Placement view:
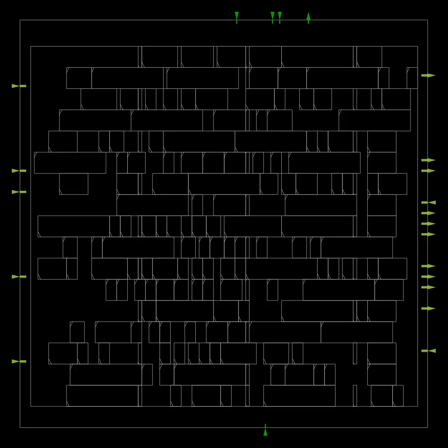
Register map, names as in the netlist:
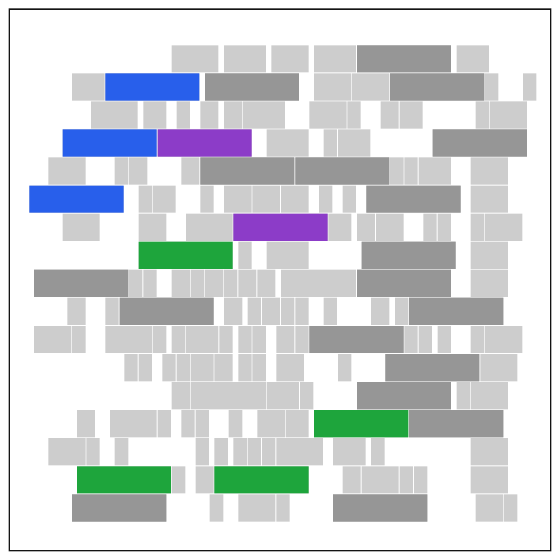
Signal wires by layer:
Two of the layers only.
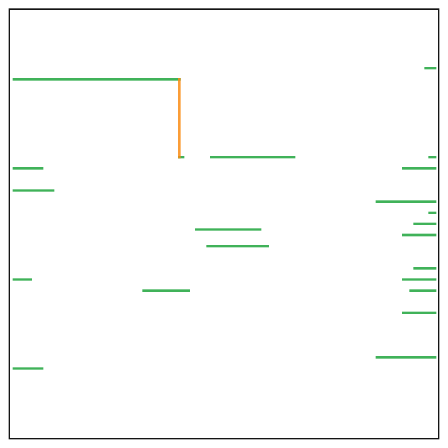
Wires at chosen ports, followed through buffers:
The bar under the picture is 20 um long.
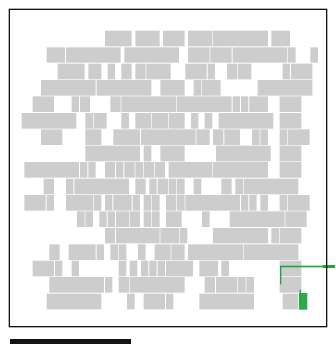
**src/rtl/divu_seq.sv**
```systemverilog
// divu_seq: multi-cycle unsigned restoring divider, one trial subtraction per clock.
// A start accepted in IDLE runs WIDTH iterations in RUN, then pulses done for one
// cycle in DONE while quotient/remainder/div_by_zero hold the new result.
// Optional feature macro: DIVU_ZERO_CHK_EN -- when defined, a zero divisor skips the
// iterations and reports div_by_zero=1 one clock after the accepting edge; when
// undefined, a zero divisor runs the full iteration sequence and div_by_zero stays 0.
module divu_seq #(
    parameter int WIDTH = 4
) (
    input  logic             clk,
    input  logic             rst,
    input  logic             start,
    input  logic [WIDTH-1:0] dividend,
    input  logic [WIDTH-1:0] divisor,
    output logic             busy,
    output logic             done,
    output logic [WIDTH-1:0] quotient,
    output logic [WIDTH-1:0] remainder,
    output logic             div_by_zero
);

    localparam int CW = $clog2(WIDTH + 1);

    typedef enum logic [1:0] {
        IDLE = 2'd0,
        RUN  = 2'd1,
        DONE = 2'd2
    } state_t;

    state_t           state_q, state_d;
    logic [CW-1:0]    cnt_q, cnt_d;
    logic [WIDTH-1:0] qwork_q, qwork_d;
    logic [WIDTH-1:0] divisor_q, divisor_d;
    logic [WIDTH:0]   r_q, r_d;
    logic [WIDTH-1:0] quotient_q, quotient_d;
    logic [WIDTH-1:0] remainder_q, remainder_d;
    logic             dbz_q, dbz_d;
    logic             busy_q, busy_d;
    logic             done_q, done_d;
`ifdef DIVU_ZERO_CHK_EN
    // Set at the accepting edge of a zero-divisor request; the result is posted one clock later.
    logic             zpend_q, zpend_d;
`endif

    logic [WIDTH:0]   trial;
    logic [WIDTH+1:0] sum;
    logic             noBorrow;
    logic [WIDTH:0]   rNext;
    logic [WIDTH-1:0] qNext;
    logic             lastIter;

    // One restoring step: shift the next dividend bit into the partial remainder and try a subtract.
    always_comb begin
        trial    = {r_q[WIDTH-1:0], qwork_q[WIDTH-1]};
        sum      = {1'b0, trial} + {1'b0, ~{1'b0, divisor_q}} + {{(WIDTH+1){1'b0}}, 1'b1};
        noBorrow = sum[WIDTH+1];
        rNext    = noBorrow ? sum[WIDTH:0] : trial;
        qNext    = {qwork_q[WIDTH-2:0], noBorrow};
        lastIter = (cnt_q == CW'(WIDTH - 1));
    end

    // Next-state and datapath control; busy/done are registered from the next state.
    always_comb begin
        state_d     = state_q;
        cnt_d       = cnt_q;
        qwork_d     = qwork_q;
        divisor_d   = divisor_q;
        r_d         = r_q;
        quotient_d  = quotient_q;
        remainder_d = remainder_q;
        dbz_d       = dbz_q;
`ifdef DIVU_ZERO_CHK_EN
        zpend_d     = zpend_q;
`endif
        case (state_q)
            IDLE: begin
`ifdef DIVU_ZERO_CHK_EN
                if (zpend_q) begin
                    state_d     = DONE;
                    zpend_d     = 1'b0;
                    quotient_d  = '1;
                    remainder_d = qwork_q;
                    dbz_d       = 1'b1;
                end else if (start) begin
                    qwork_d   = dividend;
                    divisor_d = divisor;
                    r_d       = '0;
                    cnt_d     = '0;
                    if (divisor == '0) begin
                        zpend_d = 1'b1;
                    end else begin
                        state_d = RUN;
                    end
                end
`else
                if (start) begin
                    qwork_d   = dividend;
                    divisor_d = divisor;
                    r_d       = '0;
                    cnt_d     = '0;
                    state_d   = RUN;
                end
`endif
            end
            RUN: begin
                r_d     = rNext;
                qwork_d = qNext;
                cnt_d   = cnt_q + CW'(1);
                if (lastIter) begin
                    state_d     = DONE;
                    quotient_d  = qNext;
                    remainder_d = rNext[WIDTH-1:0];
                    dbz_d       = 1'b0;
                end
            end
            DONE: begin
                state_d = IDLE;
            end
            default: begin
                state_d = IDLE;
            end
        endcase
        busy_d = (state_d == RUN);
        done_d = (state_d == DONE);
    end

    // State and datapath registers; reset abandons any operation in flight.
    always_ff @(posedge clk or posedge rst) begin
        if (rst) begin
            state_q     <= IDLE;
            cnt_q       <= '0;
            qwork_q     <= '0;
            divisor_q   <= '0;
            r_q         <= '0;
            quotient_q  <= '0;
            remainder_q <= '0;
            dbz_q       <= 1'b0;
            busy_q      <= 1'b0;
            done_q      <= 1'b0;
`ifdef DIVU_ZERO_CHK_EN
            zpend_q     <= 1'b0;
`endif
        end else begin
            state_q     <= state_d;
            cnt_q       <= cnt_d;
            qwork_q     <= qwork_d;
            divisor_q   <= divisor_d;
            r_q         <= r_d;
            quotient_q  <= quotient_d;
            remainder_q <= remainder_d;
            dbz_q       <= dbz_d;
            busy_q      <= busy_d;
            done_q      <= done_d;
`ifdef DIVU_ZERO_CHK_EN
            zpend_q     <= zpend_d;
`endif
        end
    end

    assign busy        = busy_q;
    assign done        = done_q;
    assign quotient    = quotient_q;
    assign remainder   = remainder_q;
    assign div_by_zero = dbz_q;

endmodule
```
**config.mk**
```make
export PLATFORM = sky130hd
export DESIGN_NAME = divu_seq
export DESIGN_NICKNAME = d
export VERILOG_FILES = /design/src/rtl/divu_seq.sv
export SDC_FILE = /design/constraint.sdc
export NUM_CORES = 1
export LEC_CHECK = 0
export ABC_AREA = 1
export CAP_MARGIN = 20
export CORE_UTILIZATION = 52
export CTS_CLUSTER_DIAMETER = 200
export DETAILED_ROUTE_END_ITERATION = 10
export HOLD_SLACK_MARGIN = 0.05
export PLACE_DENSITY = 0.78
export SYNTH_ARGS = -nofsm -noshare
export SYNTH_HDL_FRONTEND = slang
export SYNTH_SLANG_ARGS = --single-unit
```
**constraint.sdc**
```tcl
create_clock -name clk -period 1.8 [get_ports clk]
set_clock_uncertainty 0.1 [all_clocks]
set_input_delay 0.36 -clock clk [delete_from_list [all_inputs] [get_ports clk]]
set_output_delay 0.36 -clock clk [all_outputs]
set_load 0.01 [all_outputs]
```
==> out/results.tsv <==
metric	value	unit
top_area_frac	0.513	
vias_per_cell	5.24	
crit_cells	1	
aoi_share	0.0950	
ys_sh_adder	0.0722	
path_cells	clkdlybuf4s50_1	
clock_path_buffers	2	
path_clk_slew	0.14	ns
crit_slowest_cell	clkdlybuf4s50_1	
drive_gt1_frac	0.126	
cp_max_fo	2	
synth_chip_area	0.00132	sq mm
crit_path_start	remainder[0]	
finalSetupTns	0	ns
crit_path_end_kind	primary output	
ys_sh_xor	0.00665	
total_leakage_power	0.792	nW
global_route.overflow_total	0	
synthesis.area	0.00132	sq mm
logic_family	simple AND/OR/NAND/NOR gates	
area_delta_synth_final	21.1	%
cts_root_buf	clkbuf_4	
postCtsHoldBufs	0	
numCtsBuffers	3	
top_area_cell	dfrtp_1	
startpoint_type	flip-flop	
drv_slew	0	
synth_cell_types	28	
ff2ff_setup_slack	0.12	ns
warning_count	26	
synth.area.mux_share	0.00855	
first_global_vias	981	
ff_type	dfrtp_1	
synth-edff-count	0	
yosysWarnings	0	
maxCapViolCount	0	
required	1.34	ns
die_y	52.3	um
synth-seq-cells	27	
htree_num_levels	1	
antenna_found_initial	0	
die_x	52.3	um
status	finished clean	
synth_stat.cells	141	
ys_top_cells_by_count	nand2_1 (41), dfrtp_1 (27), inv_1 (18)	
dp_hpwl	1940	um
cts_resized	0	
ys_sh_simple	0.232	
grt_max_degree	28	
gp_congestion	0.831	
top_cells_by_area	dfrtp_1 (51%), nand2_1 (12%), ha_1 (5.7%)	
async_flop_share	1.00	
period_minus_slack	1.69	ns
drc	0	
setup_violations	0	
critPathMaxStageDelay	0.54	ns
setup.worst_path.end	remainder[0]	
syn_nets	159	
die_area	0.00274	sq mm
clock-sinks	27	
synth_seq_share	0.513	
syn-instance-count	141	
io_buffers	20	
fin_crit_sh	0.941	
insertion_delay	0.32	ns
path_buffers	1	
fmax	590	MHz
syn_avg_cell_area	9.34	sq um
logic_area	549	sq um
postCtsSetupRepairBufs	0	
worstHoldPathType	input pin to asynchronous set/reset pin	
drt_first_pass_iters	4	
worstRegToRegCells	8	
reg2reg_to	remainder[0]	
ir_drop	0.996	mV
crit_family	buffers and inverters	
floorplan.core_util	0.574	
diodes	0	
Notes on 'placement view' above:
final core utilization: 0.694
core area: 0.00230 sq mm
Seq cells: 27

Notes on 'register map, names as in the netlist' above:
`cnt_q`: shown in blue, sequential cells 3. `state_q`: shown in purple, sequential cells 2. `r_q`: shown in green, sequential cells 4.
register area: 676 sq um
Seq power: 1.07 mW
Seq/total area: 0.424

Notes on 'signal wires by layer' above:
M3: shown in green, wire length 106 um. M4: shown in orange, wire length 9.50 um.
All-Layer GR Usage: 0.216
via count: 1021
Post-Route WL: 2490 um
WL per Instance: 12.8 um

Notes on 'wires at chosen ports, followed through buffers' above:
`rst`: shown in green, bits 1, direction input, end cells 1, buffers 1, wire 12.2 um.

==> cells by family after synthesis <==
logic type / count (synthesis)
simple gates: 63
mux: 1
buf+inv: 22
xor+xnor: 1
compound gates: 19
fa+ha+maj: 7
flops: 27
other cells: 1
==> flip-flops by register name, summed over array words and instances (netlist names), 2 cells and up <==
name	cells
cnt_q	3
divisor_q	4
quotient	4
qwork_q	4
r_q	4
remainder	4
state_q	2
==> stage by stage <==
step	instances	worst slack, ns	hold WS [ns]	instance area [sq um]
2_1_floorplan	141	0.267	0.313	1320
3_3_place_gp	191	0.215	0.363	1570
3_5_place_dp	191	0.152	0.366	1570
4_1_cts	195	0.0905	0.283	1600
5_1_grt	195	0.0312	0.298	1600
6_report	195	0.106	0.281	1600
==> cell usage in the layout (no fill, tap or decap), types with 5 or more instances in the layout <==
cell,Yosys,layout
nor2_1,5,5
ha_1,6,6
clkdlybuf4s50_1,0,20
inv_1,18,18
dfrtp_1,27,27
nand2_1,41,41
nand3_1,9,9
==> layout make-up <==
class,count,share of cell area
Clock buffer,3,0.0141
Clock inverter,1,0.00314
Inverter,21,0.0533
Multi-Input combinational cell,92,0.344
Sequential cell,27,0.424
Tap cell,28,0.0220
Timing Repair Buffer,23,0.140
==> metal layers <==
layer	routed length [um]	part of all wire	vias up	GRT usage
met5	0	0	-	0
met4	9	0.0036	0	0.0526
met3	105	0.042	2	0.0261
met2	1220	0.49	25	0.363
met1	1150	0.46	491	0.296
li1	-	-	503	-
==> where the power goes <==
part / switching (mW) / internal (mW)
registers: 0.162 / 0.907
logic: 1.06 / 0.746
clock network: 0.176 / 0.0831
==> how the worst min path moves through the flow <==
stage / from / end / slack (ns) / cells past startpoint
floorplan: rst / busy / 0.31 / 1
global placement: cnt_q[0] / cnt_q[0] / 0.36 / 1
detailed placement: remainder[1] / remainder[1] / 0.37 / 2
CTS: rst / quotient[3] / 0.28 / 3
global route: rst / divisor_q[1] / 0.30 / 3
finish: rst / divisor_q[3] / 0.28 / 3
Power and IR drop assume default switching activity.
